$ cat src/rtl/seg7_pkg.sv
// Shared 7-segment definitions: active-low patterns (bit 6 = g ... bit 0 = a),
// the 4-bit code type and the decoder FSM state type.
package seg7_pkg;

  typedef logic [3:0] code_t;
  typedef logic [6:0] seg_t;

  typedef enum logic {
    TRACK   = 1'b0,
    PRESENT = 1'b1
  } state_e;

  localparam seg_t SEG_0 = 7'b1000000;
  localparam seg_t SEG_1 = 7'b1111001;
  localparam seg_t SEG_2 = 7'b0100100;
  localparam seg_t SEG_3 = 7'b0110000;
  localparam seg_t SEG_4 = 7'b0011001;
  localparam seg_t SEG_5 = 7'b0010010;
  localparam seg_t SEG_6 = 7'b0000010;
  localparam seg_t SEG_7 = 7'b1111000;
  localparam seg_t SEG_8 = 7'b0000000;
  localparam seg_t SEG_9 = 7'b0010000;
  localparam seg_t SEG_A = 7'b1000110;
  localparam seg_t SEG_B = 7'b1000001;
  // Lowercase 'c' drawn by the encoder; it is not part of the decode table
  // and therefore decodes as an unrecognised pattern.
  localparam seg_t SEG_C = 7'b0100111;
  localparam seg_t SEG_D = 7'b0010001;
  localparam seg_t SEG_E = 7'b0001001;
  localparam seg_t SEG_F = 7'b1111111;

endpackage

$ cat src/rtl/seg7_lut.sv
// Combinational pattern -> (code, err) lookup. Unknown patterns give code 0
// with err set. 1111001 always maps to 1 (never to the look-alike 'I').
module seg7_lut
  import seg7_pkg::*;
(
  input  logic [6:0] pattern,
  output logic [3:0] code,
  output logic       err
);

  // Table lookup with an error default for anything not listed
  always_comb begin
    code = 4'h0;
    err  = 1'b0;
    case (pattern)
      SEG_0:   code = 4'h0;
      SEG_1:   code = 4'h1;
      SEG_2:   code = 4'h2;
      SEG_3:   code = 4'h3;
      SEG_4:   code = 4'h4;
      SEG_5:   code = 4'h5;
      SEG_6:   code = 4'h6;
      SEG_7:   code = 4'h7;
      SEG_8:   code = 4'h8;
      SEG_9:   code = 4'h9;
      SEG_A:   code = 4'hA;
      SEG_B:   code = 4'hB;
      SEG_D:   code = 4'hD;
      SEG_E:   code = 4'hE;
      SEG_F:   code = 4'hF;
      default: err  = 1'b1;
    endcase
  end

endmodule

$ cat src/rtl/seg7_decoder.sv
// 7-segment pattern decoder with debounce and a valid/ready output beat.
// Optional feature: define SEG7_ERRCNT_EN to build the saturating error-beat
// counter on ERR_COUNT; otherwise ERR_COUNT is tied to zero.
//
// Handshake: OUT_VALID is high while a beat is held; CODE/ERR are frozen
// while OUT_VALID=1 and the beat is consumed at a rising edge where
// OUT_VALID && OUT_READY. OUT_READY is ignored while OUT_VALID=0.
module seg7_decoder
  import seg7_pkg::*;
#(
  parameter int unsigned STABLE_CYCLES = 4
) (
  input  logic       CLOCK_50,
  input  logic       RESET_N,
  input  logic [6:0] SEG_IN,
  input  logic       OUT_READY,
  output logic       OUT_VALID,
  output logic [3:0] CODE,
  output logic       ERR,
  output logic [7:0] ERR_COUNT
);

  localparam logic [3:0] STABLE = 4'(STABLE_CYCLES);

  // sample_q is the registered input; prev_q is the sample one cycle older.
  // The *_vld flags keep the first comparisons after reset meaningful.
  seg_t        sample_q, sample_d;
  seg_t        prev_q, prev_d;
  logic        samp_vld_q, samp_vld_d;
  logic        prev_vld_q, prev_vld_d;
  logic [3:0]  cnt_q, cnt_d;
  state_e      state_q, state_d;
  code_t       code_q, code_d;
  logic        err_q, err_d;
  seg_t        last_q, last_d;
  logic        emitted_q, emitted_d;

  code_t       lut_code;
  logic        lut_err;
  logic        stable;

  // cnt_q counts how long prev_q has been the sampled value, so the
  // pattern judged stable is prev_q.
  seg7_lut u_lut (
    .pattern (prev_q),
    .code    (lut_code),
    .err     (lut_err)
  );

  assign stable    = (cnt_q == STABLE);
  assign OUT_VALID = (state_q == PRESENT);
  assign CODE      = code_q;
  assign ERR       = err_q;

  // Sampling pipeline and saturating stability counter
  always_comb begin
    sample_d   = SEG_IN;
    prev_d     = sample_q;
    samp_vld_d = 1'b1;
    prev_vld_d = samp_vld_q;
    if (!samp_vld_q) begin
      cnt_d = 4'd0;
    end else if (!prev_vld_q || (sample_q != prev_q)) begin
      cnt_d = 4'd1;
    end else if (cnt_q == STABLE) begin
      cnt_d = cnt_q;
    end else begin
      cnt_d = cnt_q + 4'd1;
    end
  end

  // TRACK/PRESENT next state and beat loading
  always_comb begin
    state_d   = state_q;
    code_d    = code_q;
    err_d     = err_q;
    last_d    = last_q;
    emitted_d = emitted_q;
    case (state_q)
      TRACK: begin
        if (stable && (!emitted_q || (prev_q != last_q))) begin
          state_d   = PRESENT;
          code_d    = lut_code;
          err_d     = lut_err;
          last_d    = prev_q;
          emitted_d = 1'b1;
        end
      end
      PRESENT: begin
        if (OUT_READY) state_d = TRACK;
      end
      default: state_d = TRACK;
    endcase
  end

  // State registers with synchronous active-low reset
  always_ff @(posedge CLOCK_50) begin
    if (!RESET_N) begin
      sample_q   <= '0;
      prev_q     <= '0;
      samp_vld_q <= 1'b0;
      prev_vld_q <= 1'b0;
      cnt_q      <= 4'd0;
      state_q    <= TRACK;
      code_q     <= 4'h0;
      err_q      <= 1'b0;
      last_q     <= '0;
      emitted_q  <= 1'b0;
    end else begin
      sample_q   <= sample_d;
      prev_q     <= prev_d;
      samp_vld_q <= samp_vld_d;
      prev_vld_q <= prev_vld_d;
      cnt_q      <= cnt_d;
      state_q    <= state_d;
      code_q     <= code_d;
      err_q      <= err_d;
      last_q     <= last_d;
      emitted_q  <= emitted_d;
    end
  end

`ifdef SEG7_ERRCNT_EN
  logic [7:0] err_cnt_q, err_cnt_d;
  logic       hs;

  assign hs        = (state_q == PRESENT) && OUT_READY;
  assign ERR_COUNT = err_cnt_q;

  // Count consumed error beats, saturating at 255
  always_comb begin
    err_cnt_d = err_cnt_q;
    if (hs && err_q && (err_cnt_q != 8'hFF)) err_cnt_d = err_cnt_q + 8'd1;
  end

  // Error counter register
  always_ff @(posedge CLOCK_50) begin
    if (!RESET_N) err_cnt_q <= 8'd0;
    else          err_cnt_q <= err_cnt_d;
  end
`else
  assign ERR_COUNT = 8'd0;
`endif

endmodule

$ cat config.mk
export PLATFORM = sky130hd
export DESIGN_NAME = seg7_decoder
export DESIGN_NICKNAME = d
export VERILOG_FILES = /design/src/rtl/seg7_pkg.sv /design/src/rtl/seg7_lut.sv /design/src/rtl/seg7_decoder.sv
export SDC_FILE = /design/constraint.sdc
export NUM_CORES = 1
export LEC_CHECK = 0
export CAP_MARGIN = 20
export CORE_AREA = 2 2 69 71
export CTS_BUF_LIST = sky130_fd_sc_hd__clkbuf_8 sky130_fd_sc_hd__clkbuf_16
export CTS_CLUSTER_SIZE = 10
export DETAILED_ROUTE_END_ITERATION = 7
export DIE_AREA = 0 0 71 73
export PLACE_DENSITY_LB_ADDON = 0.25
export SYNTH_ARGS = -nofsm -noshare
export SYNTH_HDL_FRONTEND = slang
export SYNTH_SLANG_ARGS = --single-unit
$ cat constraint.sdc
create_clock -name CLOCK_50 -period 2.2 [get_ports CLOCK_50]
set_input_delay 0.33 -clock CLOCK_50 [delete_from_list [all_inputs] [get_ports CLOCK_50]]
set_output_delay 0.33 -clock CLOCK_50 [all_outputs]
set_load 0.005 [all_outputs]
==> CHANGELOG.md, run 1 <==
### Changed

* Result of the run: finished, final reports clean
* Signed area change from the synthesized netlist to the final layout at 13.5%
* Yosys chip area at 1710 um^2
* Root Buffer Master: sky130_fd_sc_hd__clkbuf_8
* Fp_density at a little under two fifths
* Simple logic cell fraction of the synthesized area at 22.2%
* Quantity of gates resized following cts at 0
* Type of the most critical hold path: register to register
* Number of warnings in the stage logs at 27
* Post-layout util at between 40% and 50%
* IO Port Bufs at 15
* Minimum clock period after layout at 1.86 ns
* Die X-Extent at 71 um
* R2r setup slk at 0.34 ns
* Share of total power consumed by net switching at 24.4%
* Total number of nets in the final design at 218
* Insertion delay of the later-clocked pin in the worst-skew pair at about 0.28 ns
* Number of DRC violations after detailed-routing iteration 0 at 63
* Crit path DRT at about 2.4 ns
* Fin Hold WS at 0.470 ns
* Number of hold buffers added after cts at 0
* Biggest area contributors in the synthesized netlist: sky130_fd_sc_hd__dfxtp_1, sky130_fd_sc_hd__xnor2_1, sky130_fd_sc_hd__and2_1, sky130_fd_sc_hd__buf_4, sky130_fd_sc_hd__a21oi_1
* Via density per instance at 5.04
* Final RePlAce weighted congestion at 0.837
* Cell internal power dissipation at 901 uW
* Post-DP HPWL at around 2200 um
* Seq pwr share at 54.9%
* Total grt overflow at 0
* Maximum vdd drop at 0.409 mV
* DRC Markers at 0
* Minimum setup slack after placement at 0.388 ns
* Largest fanout of any net on the critical path at 17
* Cell area power density at between 600 and 700 nW/um^2
* Top achievable clock speed at about 540 MHz
* Number of different library cells in the post-synthesis netlist at 46
* Adder Share, Synth at 1.46%
* Nature of the critical path startpoint: register
* Largest type area fraction at around two fifths
* Cell count after synthesis at between 150 and 200
* AND-OR/OR-AND share of the synthesized area at between 10% and 20%
* Die area at 5180 um^2
* Wire length of the first global-routing pass at roughly 5300 um
* Detailed Routing Iterations Pass 1 at 4
* Mux cell area share after synthesis at 1.76%
* Synthesized area divided by synthesized cell count at 8.95 um^2
* I/O pins at 24
* Vias in the first global route at approximately 1,200
* Post-Synthesis Cell Area at 1710 um^2
* Final-report max-slew violation count at 0
* Async set-or-reset flop fraction in the synthesized netlist at 0%
* Sequential-to-total area share from yosys stat at 39.8%
* Number of non-filler instances in the completed layout at 260
* Largest net degree at the start of global routing at 18
* Cells after DPL at 253
* Max-cap viol count at 0
* Most numerous cell types in the synthesized netlist: sky130_fd_sc_hd__dfxtp_1, sky130_fd_sc_hd__xnor2_1, sky130_fd_sc_hd__and2_1, sky130_fd_sc_hd__nor2_1
* CTS Buf Count at 5
* Setup ws final at 0.343 ns
* Share of the cycle needed by the critical path after routing at approximately 84%
* TritonCTS clock tree: yes
* Antenna violations before repair at 0
* Pwr Total at about 1.2 mW
* Combinational group share of total power at between 8 and 9%
* Xor/xnor share at under 10%
* Flip-flops with a built-in enable at 0
* Fraction of layout instances using a drive strength above 1 at around 7.3%
* Yosys cell count at around 190
* Global router's overall resource usage at 13.2%
* Most numerous cell in the Yosys netlist: sky130_fd_sc_hd__dfxtp_1
* Via Count at around 1,300
* Std-Cell Rows at 25
* Fraction of power consumed by the clock network at 36.3%
* Cell type contributing the most total cell area after synthesis: sky130_fd_sc_hd__dfxtp_1
* Unrepaired setup endpoints after global routing: false
* Final TNS setup at 0 ns
* Placement-stage cell area at around 1900 um^2
* Dominant register cell in the synthesized netlist: sky130_fd_sc_hd__dfxtp_1
* Leakage power at just under 0.7 nW
* Worst max-slew margin expressed relative to the limit at 59.2%
* Total number of H-tree levels at 2
* Summed area of non-filler cells in the final layout at ~1900 um^2
* Net load switching power at 291 uW
* Bufs on Longest Clock Path at 2
* Setup clock skew after layout at 0.00327 ns
* Logic family by area: simple AND/OR/NAND/NOR gates
* Type of the worst setup path: register to register
* TritonCTS sink count at 34
* Number of synthesized register bits at 34
* Transition time of the tightest slew-check pin at 0.612 ns
* Endpoint arrival time on the critical path at ~2 ns
* Height of the die at 73 um
* Count of fill cells added during filler insertion at 461
* Total of endpoints with negative setup slack in the final report at 0
* Hold violation total from the final report at 0
* Number of inserted diodes at 0
* DRT Wirelength at 3130 um
* Crit end category: register
* Core area at 4540 um^2
* Antenna-violating nets left at 0
* Tally of yosys warning messages at 0
* Clock-pin slew of the registers on the worst-case setup and hold paths at around 0.07 ns
* Setup bufs post-CTS at 0
[run 1: worst max-delay path, cell delays in order, from the launching register on]
cell and delay [ns]:
sky130_fd_sc_hd__dfxtp_1 0.71, sky130_fd_sc_hd__inv_1 0.24, sky130_fd_sc_hd__nand2_1 0.14, sky130_fd_sc_hd__xnor2_1 0.07
sky130_fd_sc_hd__o41ai_1 0.44, sky130_fd_sc_hd__o41ai_1 0.14
[run 1: layout by cell type (no fill, tap or decap), types with 2 or more instances in the layout]
| cell type | count |
|---|---|
| sky130_fd_sc_hd__nand4_1 | 5 |
| sky130_fd_sc_hd__dfxtp_1 | 34 |
| sky130_fd_sc_hd__ha_1 | 2 |
| sky130_fd_sc_hd__inv_1 | 8 |
| sky130_fd_sc_hd__nor4_1 | 2 |
| sky130_fd_sc_hd__nor3_1 | 3 |
| sky130_fd_sc_hd__o22ai_1 | 3 |
| sky130_fd_sc_hd__mux2i_1 | 3 |
| sky130_fd_sc_hd__nor2_1 | 12 |
| sky130_fd_sc_hd__clkbuf_8 | 5 |
| sky130_fd_sc_hd__o41ai_1 | 2 |
| sky130_fd_sc_hd__a221oi_1 | 3 |
| sky130_fd_sc_hd__a21oi_1 | 11 |
| sky130_fd_sc_hd__nand2_1 | 9 |
| sky130_fd_sc_hd__o21ai_0 | 6 |
| sky130_fd_sc_hd__nand2b_1 | 5 |
| sky130_fd_sc_hd__conb_1 | 8 |
| sky130_fd_sc_hd__buf_4 | 6 |
| sky130_fd_sc_hd__clkdlybuf4s50_1 | 15 |
| sky130_fd_sc_hd__o32ai_1 | 2 |
| sky130_fd_sc_hd__xnor2_1 | 19 |
| sky130_fd_sc_hd__nand3_1 | 5 |
| sky130_fd_sc_hd__and2_1 | 15 |
[run 1: area by class of cell]
class | count | area [um^2] | area share [%]
inverter | 7 | 26.3 | 1.35
clock inverter | 2 | 11.3 | 0.580
tap | 54 | 67.6 | 3.48
sequential | 34 | 681 | 35.1
multi-input combinational | 137 | 892 | 45.9
timing repair buffer | 21 | 195 | 10.1
clock buffer | 5 | 68.8 | 3.54
[run 1: final timing paths]
kind,start,end,cells after the start
max reg2reg,prev_q[4],ERR,5
min reg2reg,CODE[2],CODE[2],2
max,prev_q[4],ERR,5
min,CODE[2],CODE[2],2
[run 1: registers in the layout, summed over array words and instances (netlist names)]
register	count
prev_q	7
prev_d	7
prev_vld_q	1
prev_vld_d	1
last_q	7
CODE	4
OUT_VALID	1
emitted_q	1
cnt_q	4
ERR	1
[run 1: routing by layer]
metal	track usage, %	up-vias	part of all wire [%]	wire length (um)
li1	-	678	-	-
met1	16.3	594	48	1510
met2	21.0	35	45	1420
met3	4.83	4	4.8	149
met4	5.03	0	1.7	54
met5	0	-	0	0
[run 1: power groups by stage]
| stage | logic, mW | clock network [mW] | registers (mW) |
|---|---|---|---|
| detailed placement | 0.103 | 0 | 0.669 |
| global placement | 0.104 | 0 | 0.669 |
| finish | 0.104 | 0.433 | 0.654 |
| global route | 0.116 | 0.465 | 0.657 |
| CTS | 0.104 | 0.446 | 0.654 |
| floorplan | 0.0972 | 0 | 0.653 |
==> run_1/class_map.png <==
Bar = 20 um. Fill, decap, tap and diode cells in gray.
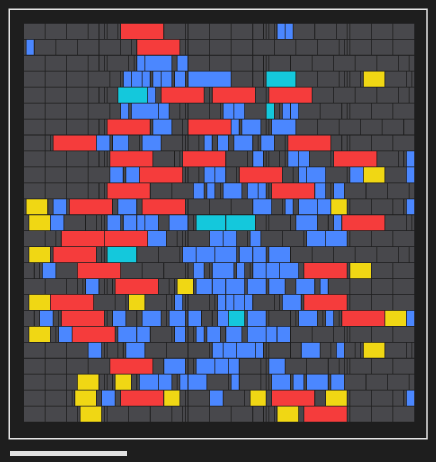
class	color	cells
sequential cells	red	34
clock drivers and dummy loads	cyan	7
remaining logic cells	blue	144
remaining buffers and delay cells	yellow	21

==> run_1/port_trees.png <==
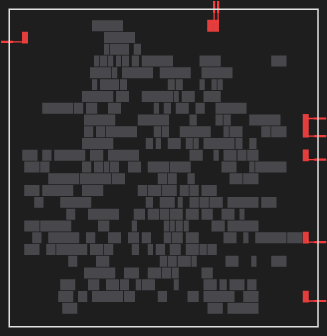
port	color	bits	direction	end cells	buffers	wire
`ERR_COUNT`	red	8	output	8	0	18.8 um

==> run_1/congestion_map.png <==
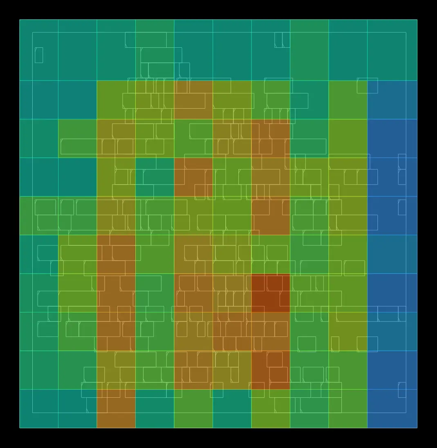
busiest layer in global routing: met2
met2 track utilization from global routing: 21.0%
post-detailed-route wirelength per cell: 12.0 um
routing usage on met1: 16.3%

==> run 2: changes to the inputs <==
==> constraint.sdc (replaced) <==
create_clock -name CLOCK_50 -period 1.84 [get_ports CLOCK_50]
set_input_delay 0.276 -clock CLOCK_50 [delete_from_list [all_inputs] [get_ports CLOCK_50]]
set_output_delay 0.276 -clock CLOCK_50 [all_outputs]
set_load 0.005 [all_outputs]
==> run 2 against run 1 <==
Area after synthesis did not move. Sequential share of layout area shrank 1.5 points. Largest cell class unchanged. Setup slack got worse by 0.22 ns. First-iteration DRC count grew 7.9%. Highest routed layer unchanged. Critical endpoint unchanged.
==> CHANGELOG.md, run 2 <==
### Changed

* Endpoint arrival time on the critical path at 1.88 ns (was 2.01 ns)
* Worst-path cell with the longest stage delay: sky130_fd_sc_hd__or4b_1 (was sky130_fd_sc_hd__dfxtp_1)
* Largest fanout of any net on the critical path at 9 (was 17)
* Async set-or-reset flop fraction in the synthesized netlist at 0% (unchanged)
* Synthesized area divided by synthesized cell count at 8.95 um^2 (unchanged)
* Signed area change from the synthesized netlist to the final layout at 19.2% (was 13.5%)
* Setup clock skew after layout at 0.00631 ns (was 0.00327 ns)
* Tally of yosys warning messages at 0 (unchanged)
* Via density per instance at 4.99 (was 5.04)
* Unrepaired setup endpoints after global routing: false (unchanged)
* TritonCTS sink count at 34 (unchanged)
* Post-Synthesis Cell Area at 1710 um^2 (unchanged)
* Vias in the first global route at 1,232 (was 1,187)
* Pwr Total at 1.48 mW (was 1.19 mW)
* Max-cap viol count at 0 (unchanged)
* Nature of the critical path startpoint: register (unchanged)
* Top logic cell by instance count in the layout: sky130_fd_sc_hd__dfxtp_1 (unchanged)
* Number of inserted diodes at 0 (unchanged)
* Yosys chip area at 1710 um^2 (unchanged)
* Final-report max-slew violation count at 0 (unchanged)
* Type of the most critical hold path: register to register (unchanged)
* Detailed Routing Iterations Pass 1 at 5 (was 4)
* IO Port Bufs at 15 (unchanged)
* Via Count at 1,358 (was 1,311)
* DRC Markers at 0 (unchanged)
* Total of endpoints with negative setup slack in the final report at 0 (unchanged)
* Root Buffer Master: sky130_fd_sc_hd__clkbuf_8 (unchanged)
* Height of the die at 73 um (unchanged)
* Most numerous cell types in the synthesized netlist: sky130_fd_sc_hd__dfxtp_1, sky130_fd_sc_hd__xnor2_1, sky130_fd_sc_hd__and2_1, sky130_fd_sc_hd__nor2_1 (unchanged)
* Crit path DRT at 2.00 ns (was 2.36 ns)
* Fraction of layout instances using a drive strength above 1 at 13.8% (was 7.28%)
* Minimum setup slack after placement at 0.143 ns (was 0.388 ns)
* Kind of cell adding the most delay to the critical path: AND-OR/OR-AND gates (was flip-flops)
* Yosys cell count at 191 (unchanged)
* Crit end category: register (unchanged)
* I/O pins at 24 (unchanged)
* Type of the worst setup path: register to register (unchanged)
* Die area at 5180 um^2 (unchanged)
* Clock-pin slew of the registers on the worst-case setup and hold paths at 0.07 ns (about the same)
* TritonCTS clock tree: yes (unchanged)
* Die X-Extent at 71 um (unchanged)
* Final TNS setup at 0 ns (unchanged)
* Maximum cell stage delay along the critical path at 0.55 ns (was 0.71 ns)
* Hold violation total from the final report at 0 (unchanged)
* Crit path top cell by count: sky130_fd_sc_hd__o41ai_1 (unchanged)
* Most numerous cell in the Yosys netlist: sky130_fd_sc_hd__dfxtp_1 (unchanged)
* Std-Cell Rows at 25 (unchanged)
* Number of synthesized register bits at 34 (unchanged)
* DRT Wirelength at 3430 um (was 3130 um)
* Post-DP HPWL at 2490 um (was 2240 um)
* Fin Hold WS at 0.473 ns (was 0.470 ns)
* Largest type area fraction at 39.8% (unchanged)
* Total number of H-tree levels at 2 (unchanged)
* Most frequently placed logic cells in the final layout: sky130_fd_sc_hd__dfxtp_1, sky130_fd_sc_hd__xnor2_1, sky130_fd_sc_hd__buf_4 (was sky130_fd_sc_hd__dfxtp_1, sky130_fd_sc_hd__xnor2_1, sky130_fd_sc_hd__and2_1, sky130_fd_sc_hd__clkdlybuf4s50_1, sky130_fd_sc_hd__nor2_1)
* Number of DRC violations after detailed-routing iteration 0 at 68 (was 63)
* Antenna-violating nets left at 0 (unchanged)
* Number of different library cells in the post-synthesis netlist at 46 (unchanged)
* Total number of nets in the final design at 229 (was 218)
* Maximum vdd drop at 0.400 mV (was 0.409 mV)
* Insertion delay of the later-clocked pin in the worst-skew pair at 0.28 ns (about the same)
* Crit path buf inv count at 0 (was 1)
* Largest net degree at the start of global routing at 15 (was 18)
* Global router's overall resource usage at 14.6% (was 13.2%)
* Cell area power density at 728 nW/um^2 (was 614 nW/um^2)
* Setup ws final at 0.127 ns (was 0.343 ns)
* Top achievable clock speed at 584 MHz (was 538 MHz)
* Minimum clock period after layout at 1.71 ns (was 1.86 ns)
* Final RePlAce weighted congestion at 0.817 (was 0.837)
* Sequential-to-total area share from yosys stat at 39.8% (unchanged)
* Critical Path, Cell by Cell: or4b_1 -> o32ai_1 -> a21oi_1 -> o41ai_1 -> o41ai_1 (was inv_1 -> nand2_1 -> xnor2_1 -> o41ai_1 -> o41ai_1)
* Flip-flops with a built-in enable at 0 (unchanged)
* Result of the run: finished, final reports clean (unchanged)
* Biggest area contributors in the synthesized netlist: sky130_fd_sc_hd__dfxtp_1, sky130_fd_sc_hd__xnor2_1, sky130_fd_sc_hd__and2_1, sky130_fd_sc_hd__buf_4, sky130_fd_sc_hd__a21oi_1 (unchanged)
* Leakage power at 0.763 nW (was 0.695 nW)
* Bufs on Longest Clock Path at 2 (unchanged)
* Post-detailed-route wirelength per cell at 12.6 um (was 12.0 um)
* Share of the cycle needed by the critical path after routing at 93.1% (was 84.4%)
* CTS Buf Count at 5 (unchanged)
* Count of fill cells added during filler insertion at 451 (was 461)
* Cell count after synthesis at 191 (unchanged)
* Number of warnings in the stage logs at 27 (unchanged)
* Cell type contributing the most total cell area after synthesis: sky130_fd_sc_hd__dfxtp_1 (unchanged)
* Total grt overflow at 0 (unchanged)
* Dominant register cell in the synthesized netlist: sky130_fd_sc_hd__dfxtp_1 (unchanged)
* Wire length of the first global-routing pass at 5870 um (was 5310 um)
* Antenna violations before repair at 0 (unchanged)
==> run 2: cell types whose count changed in the layout (fill, tap and decap cells not counted) <==
cell / before / now
sky130_fd_sc_hd__buf_4: 6 / 17
sky130_fd_sc_hd__dfxtp_1: 34 / 31
sky130_fd_sc_hd__dfxtp_2: 0 / 3
sky130_fd_sc_hd__clkbuf_8: 5 / 6
sky130_fd_sc_hd__clkinv_2: 0 / 1
sky130_fd_sc_hd__clkinvlp_4: 1 / 0
==> run 2: kinds of logic after synthesis <==
kind of cell	Yosys count	synth area share, %
and+or+nand+nor	66	22.2
AOI/OAI and AO/OA	39	15.3
DFF	34	39.8
buffers and inverters	27	9.58
xor gates and xnor gates	19	9.73
muxes	3	1.76
adders and majority gates	2	1.46
other	1	0.219
==> run 2: stage by stage <==
| stage | util (%) | cells | instance area (um^2) |
|---|---|---|---|
| 6_report | 45.0 | 272 | 2040 |
| 5_1_grt | 45.0 | 272 | 2040 |
| 4_1_cts | 44.9 | 272 | 2040 |
| 3_5_place_dp | 42.9 | 264 | 1940 |
| 3_3_place_gp | 42.9 | 264 | 1940 |
| 2_1_floorplan | - | 198 | 1740 |
==> run 2: area by class of cell <==
class	instances	area (um^2)	area share, %
timing repair buffer	32	278	13.6
sequential	34	684	33.6
tap	54	67.6	3.31
multi-input combinational	137	892	43.7
clock inverter	2	8.76	0.429
inverter	7	26.3	1.29
clock buffer	6	82.6	4.05
==> run 2: worst paths after layout <==
check / from / end / slack (ns) / cells past startpoint
worst min-delay path: CODE[2] / CODE[2] / 0.47 / 2
worst min register to register: CODE[2] / CODE[2] / 0.47 / 2
worst max-delay path: prev_q[3] / ERR / 0.13 / 5
worst max register to register: prev_q[3] / ERR / 0.13 / 5
==> run 2: worst reg2reg max path: cells and delay by family, from the launching register on <==
| kind | cells | cell delay [ns] |
|---|---|---|
| compound gates | 4 | 0.61 |
| simple gates | 1 | 0.55 |
| flops | 1 | 0.42 |
==> run 2: routing by layer <==
metal,GRT usage (%),share of wire [%]
met4,6.29,2.1
met2,22.7,45
met3,3.04,4.4
met5,0,0
met1,19.7,49
==> run 2: power by group <==
group	switching, mW	internal (mW)	leakage, nW
Sequential	0.0224	0.754	0.279
Clock	0.265	0.296	0.0524
Combinational	0.0670	0.0796	0.432
==> run 2: what timing repair did <==
item                                    CTS  global route
setup buffers                             0             0
endpoints found under the setup margin    0             5
resized                                   0             3
hold buffers                              0             0
==> run_2/util_map.png <==
The die is cut into 7 by 7 equal tiles; white is low, dark blue is high, 0 to 100% covered.
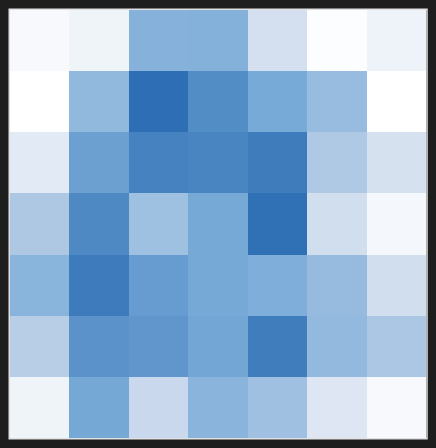
mean over tiles	38%
emptiest ninth of the die	top right
nearly empty tiles	6.1%
fullest tile	75%
fp_density: 37.7%
core area: 4540 um^2
post-layout util: 45.0%

==> run_2/m1.png <==
Supply wires on this layer in gray.
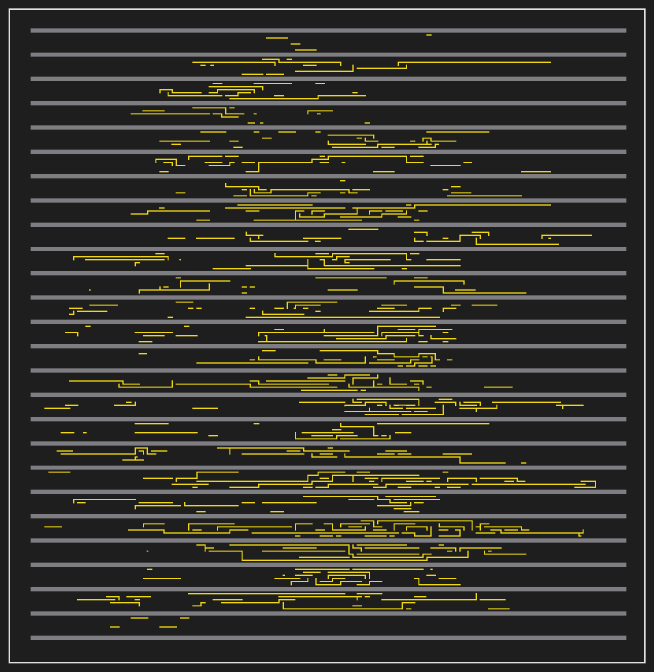
wire length on this layer	1,670 um
longest straight run	21.6 um
share of all routed wire	49%

==> run 3: changes to the inputs <==
--- a/config.mk
+++ b/config.mk
@@ -5,13 +5,15 @@
 export SDC_FILE = /design/constraint.sdc
 export NUM_CORES = 1
 export LEC_CHECK = 0
+export ABC_AREA = 1
 export CAP_MARGIN = 20
-export CORE_AREA = 2 2 69 71
+export CORE_AREA = 2 2 65 79
 export CTS_BUF_LIST = sky130_fd_sc_hd__clkbuf_8 sky130_fd_sc_hd__clkbuf_16
 export CTS_CLUSTER_SIZE = 10
 export DETAILED_ROUTE_END_ITERATION = 7
-export DIE_AREA = 0 0 71 73
+export DIE_AREA = 0 0 67 81
 export PLACE_DENSITY_LB_ADDON = 0.25
+export SLEW_MARGIN = 40
 export SYNTH_ARGS = -nofsm -noshare
 export SYNTH_HDL_FRONTEND = slang
 export SYNTH_SLANG_ARGS = --single-unit
==> run 3 against run 2 <==
Global-route usage rose by 0.74 points. Die size rose by 4.7%. Area after synthesis rose by 5.3%. Largest cell class unchanged. Critical endpoint is now last_q[0]. Clock-buffer cell count did not move. First-iteration DRC count fell by 29%.
==> CHANGELOG.md, run 3 <==
### Changed

* Result of the run: finished, final reports clean (unchanged)
* Placement-stage cell area at 1980 um^2 (was 1940 um^2)
* Number of DRC violations after detailed-routing iteration 0 at 48 (was 68)
* Final RePlAce weighted congestion at 0.823 (was 0.817)
* Unrepaired setup endpoints after global routing: false (unchanged)
* Setup ws final at 0.161 ns (was 0.127 ns)
* Nature of the critical path startpoint: register (unchanged)
* Largest net degree at the start of global routing at 16 (was 15)
* Die area at 5430 um^2 (was 5180 um^2)
* Async set-or-reset flop fraction in the synthesized netlist at 0% (unchanged)
* Number of different library cells in the post-synthesis netlist at 29 (was 46)
* Number of synthesized register bits at 34 (unchanged)
* Summed area of non-filler cells in the final layout at 2070 um^2 (was 2040 um^2)
* Dominant register cell in the synthesized netlist: sky130_fd_sc_hd__dfxtp_1 (unchanged)
* Wire length of the first global-routing pass at 6250 um (was 5870 um)
* Capture instance of the worst register-to-register path: last_q[0] (was ERR)
* Setup bufs post-CTS at 0 (unchanged)
* Final TNS setup at 0 ns (unchanged)
* Cell area power density at 706 nW/um^2 (was 728 nW/um^2)
* Worst-path cell with the longest stage delay: sky130_fd_sc_hd__dfxtp_1 (was sky130_fd_sc_hd__or4b_1)
* Top routing layer used: met4 (unchanged)
* Sequential-to-total area share from yosys stat at 37.8% (was 39.8%)
* Height of the die at 81 um (was 73 um)
* Most numerous cell types in the synthesized netlist: sky130_fd_sc_hd__nand2_1, sky130_fd_sc_hd__nor2_1, sky130_fd_sc_hd__dfxtp_1, sky130_fd_sc_hd__inv_1, sky130_fd_sc_hd__buf_4 (was sky130_fd_sc_hd__dfxtp_1, sky130_fd_sc_hd__xnor2_1, sky130_fd_sc_hd__and2_1, sky130_fd_sc_hd__nor2_1)
* Minimum clock period after layout at 1.68 ns (was 1.71 ns)
* IO Port Bufs at 15 (unchanged)
* Yosys chip area at 1800 um^2 (was 1710 um^2)
* Antenna violations before repair at 0 (unchanged)
* R2r setup slk at 0.16 ns (was 0.13 ns)
* Worst hold path depth at 2 (unchanged)
* Minimum setup slack after placement at 0.155 ns (was 0.143 ns)
* Top logic cell by instance count in the layout: sky130_fd_sc_hd__nand2_1 (was sky130_fd_sc_hd__dfxtp_1)
* Total grt overflow at 0 (unchanged)
* Worst hold path endpoint: prev_q[5] (was CODE[2])
* Largest type area fraction at 37.8% (was 39.8%)
* Share of the cycle needed by the critical path after routing at 91.2% (was 93.1%)
* Final-report max-slew violation count at 0 (unchanged)
* Biggest area contributors in the synthesized netlist: sky130_fd_sc_hd__dfxtp_1, sky130_fd_sc_hd__nand2_1, sky130_fd_sc_hd__nor2_1, sky130_fd_sc_hd__inv_1, sky130_fd_sc_hd__buf_4 (was sky130_fd_sc_hd__dfxtp_1, sky130_fd_sc_hd__xnor2_1, sky130_fd_sc_hd__and2_1, sky130_fd_sc_hd__buf_4, sky130_fd_sc_hd__a21oi_1)
* DRC Markers at 0 (unchanged)
* Synthesized area divided by synthesized cell count at 6.64 um^2 (was 8.95 um^2)
* Detailed Routing Iterations Pass 1 at 4 (was 5)
* Cell type contributing the most total cell area after synthesis: sky130_fd_sc_hd__dfxtp_1 (unchanged)
* Vias in the first global route at 1,448 (was 1,232)
* Most numerous cell in the Yosys netlist: sky130_fd_sc_hd__nand2_1 (was sky130_fd_sc_hd__dfxtp_1)
* Number of hold buffers added after cts at 0 (unchanged)
* Met3 WL at 105 um (was 151 um)
* Post-DP HPWL at 2750 um (was 2490 um)
* Clock-pin slew of the registers on the worst-case setup and hold paths at 0.07 ns (about the same)
* Type of the worst setup path: register to register (unchanged)
* R2r worst-path depth at 9 (was 5)
* Fraction of layout instances using a drive strength above 1 at 14.7% (was 13.8%)
* Signed area change from the synthesized netlist to the final layout at 15.1% (was 19.2%)
* Antenna-violating nets left at 0 (unchanged)
* Number of warnings in the stage logs at 27 (unchanged)
* Number of inserted diodes at 0 (unchanged)
* Total number of H-tree levels at 2 (unchanged)
* Bufs on Longest Clock Path at 2 (unchanged)
* Routed metal-1 wirelength at 1460 um (was 1670 um)
* Quantity of gates resized following cts at 0 (unchanged)
* Hold violation total from the final report at 0 (unchanged)
* Worst flop-to-flop path startpoint: cnt_q[0] (was prev_q[3])
* TritonCTS sink count at 34 (unchanged)
* Endpoint arrival time on the critical path at 1.86 ns (was 1.88 ns)
* Post-Synthesis Cell Area at 1800 um^2 (was 1710 um^2)
* Via density per instance at 4.48 (was 4.99)
* Std-Cell Rows at 28 (was 25)
* Leakage power at 1.03 nW (was 0.763 nW)
* Post-detailed-route wirelength per cell at 10.0 um (was 12.6 um)
* Total number of nets in the final design at 303 (was 229)
* Largest fanout of any net on the critical path at 14 (was 9)
* Global router's overall resource usage at 15.4% (was 14.6%)
* Core area at 4760 um^2 (was 4540 um^2)
* Crit path DRT at 2.02 ns (was 2.00 ns)
* Flip-flops with a built-in enable at 0 (unchanged)
* Root Buffer Master: sky130_fd_sc_hd__clkbuf_8 (unchanged)
* Insertion delay of the later-clocked pin in the worst-skew pair at 0.29 ns (was 0.28 ns)
* Launch point of the worst hold path: prev_d[5] (was CODE[2])
* Yosys cell count at 271 (was 191)
* Total of endpoints with negative setup slack in the final report at 0 (unchanged)
* Type of the most critical hold path: register to register (unchanged)
* Count of fill cells added during filler insertion at 532 (was 451)
* Fin Hold WS at 0.437 ns (was 0.473 ns)
* Top achievable clock speed at 596 MHz (was 584 MHz)
* Pwr Total at 1.46 mW (was 1.48 mW)
* Fp_density at 37.8% (was 37.7%)
* TritonCTS clock tree: yes (unchanged)
* Maximum vdd drop at 0.410 mV (was 0.400 mV)
* Met2 wire length at 1910 um (was 1540 um)
* Critical Path, Cell by Cell: inv_1 -> ha_1 -> nand2_2 -> nor2_4 -> inv_2 -> or2_4 -> o21bai_4 -> o21ai_0 -> nor2_1 (was or4b_1 -> o32ai_1 -> a21oi_1 -> o41ai_1 -> o41ai_1)
* Most frequently placed logic cells in the final layout: sky130_fd_sc_hd__nand2_1, sky130_fd_sc_hd__nor2_1, sky130_fd_sc_hd__dfxtp_1 (was sky130_fd_sc_hd__dfxtp_1, sky130_fd_sc_hd__xnor2_1, sky130_fd_sc_hd__buf_4)
* Die X-Extent at 67 um (was 71 um)
* I/O pins at 24 (unchanged)
* Crit end category: register (unchanged)
* Maximum cell stage delay along the critical path at 0.34 ns (was 0.55 ns)
* Max-cap viol count at 0 (unchanged)
* Cell count after synthesis at 271 (was 191)
* Tally of yosys warning messages at 0 (unchanged)
* Setup clock skew after layout at 0.0102 ns (was 0.00631 ns)
run 3: layer usage:
| metal | vias to the layer above | GRT usage (%) |
|---|---|---|
| li1 | 834 | - |
| met1 | 709 | 16.7 |
| met2 | 29 | 27.7 |
| met3 | 4 | 3.32 |
| met4 | 0 | 7.35 |
| met5 | - | 0 |
run 3: final cells by class:
class	count	area [um^2]	share of cell area, %
flip-flops and latches	34	681	32.9
clock buffers	6	82.6	3.99
multi-input cells	191	891	43.0
repair buffers	20	188	9.06
well taps	60	75.1	3.62
clock inverters	2	8.76	0.423
inverters	39	146	7.07
run 3: report_power, final:
| group | switching [mW] | internal (mW) |
|---|---|---|
| combinational | 0.0792 | 0.0566 |
| sequential | 0.0188 | 0.754 |
| clock | 0.258 | 0.296 |
run 3: worst max-delay path by stage:
stage / from / to / slack, ns / cells past startpoint
finish: cnt_q[0] / last_q[0] / 0.16 / 9
detailed placement: cnt_q[0] / last_q[0] / 0.15 / 9
CTS: cnt_q[0] / last_q[0] / 0.15 / 9
global placement: cnt_q[0] / last_q[1] / 0.21 / 9
global route: cnt_q[0] / last_q[0] / 0.0008 / 9
floorplan: cnt_q[0] / last_q[3] / 0.28 / 10
run 3: stage by stage:
step / std cells / utilization, %
3_5_place_dp: 344 / 41.6
3_3_place_gp: 344 / 41.6
6_report: 352 / 43.5
4_1_cts: 352 / 43.5
2_1_floorplan: 278 / -
5_1_grt: 352 / 43.5
run 3: worst max-delay path, delay by kind of cell, from the launching register on:
kind,cells,cell delay [ns]
fa+ha+maj,1,0.17
compound gates,2,0.47
flops,1,0.34
simple gates,4,0.48
buf+inv,2,0.11
run 3: cells by family after synthesis:
kind of cell               share of synthesized area, %
AOI/OAI and AO/OA                                  7.57
xor gates and xnor gates                           1.95
adders and majority gates                          1.39
buffers and inverters                              14.2
DFF                                                37.8
other                                             0.208
and+or+nand+nor                                    36.9
==> run_3/m1.png <==
Supply wires on this layer in gray.
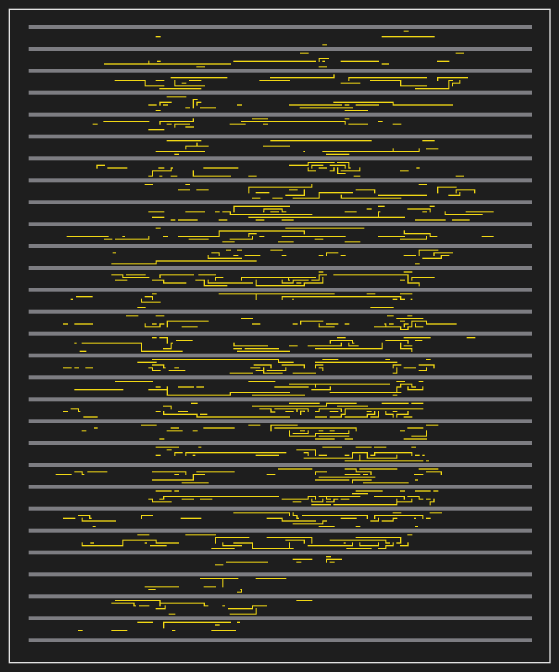
longest straight run	19.3 um
main direction	horizontal
wire length on this layer	1,460 um
Via Count: 1,576
DRT Wirelength: 3540 um
routing usage on met1: 16.7%

==> run_3/port_trees.png <==
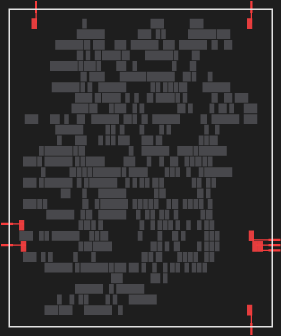
port	color	bits	direction	end cells	buffers	wire
`ERR_COUNT`	red	8	output	8	0	27.2 um

Power is estimated from default activity; no workload was simulated.
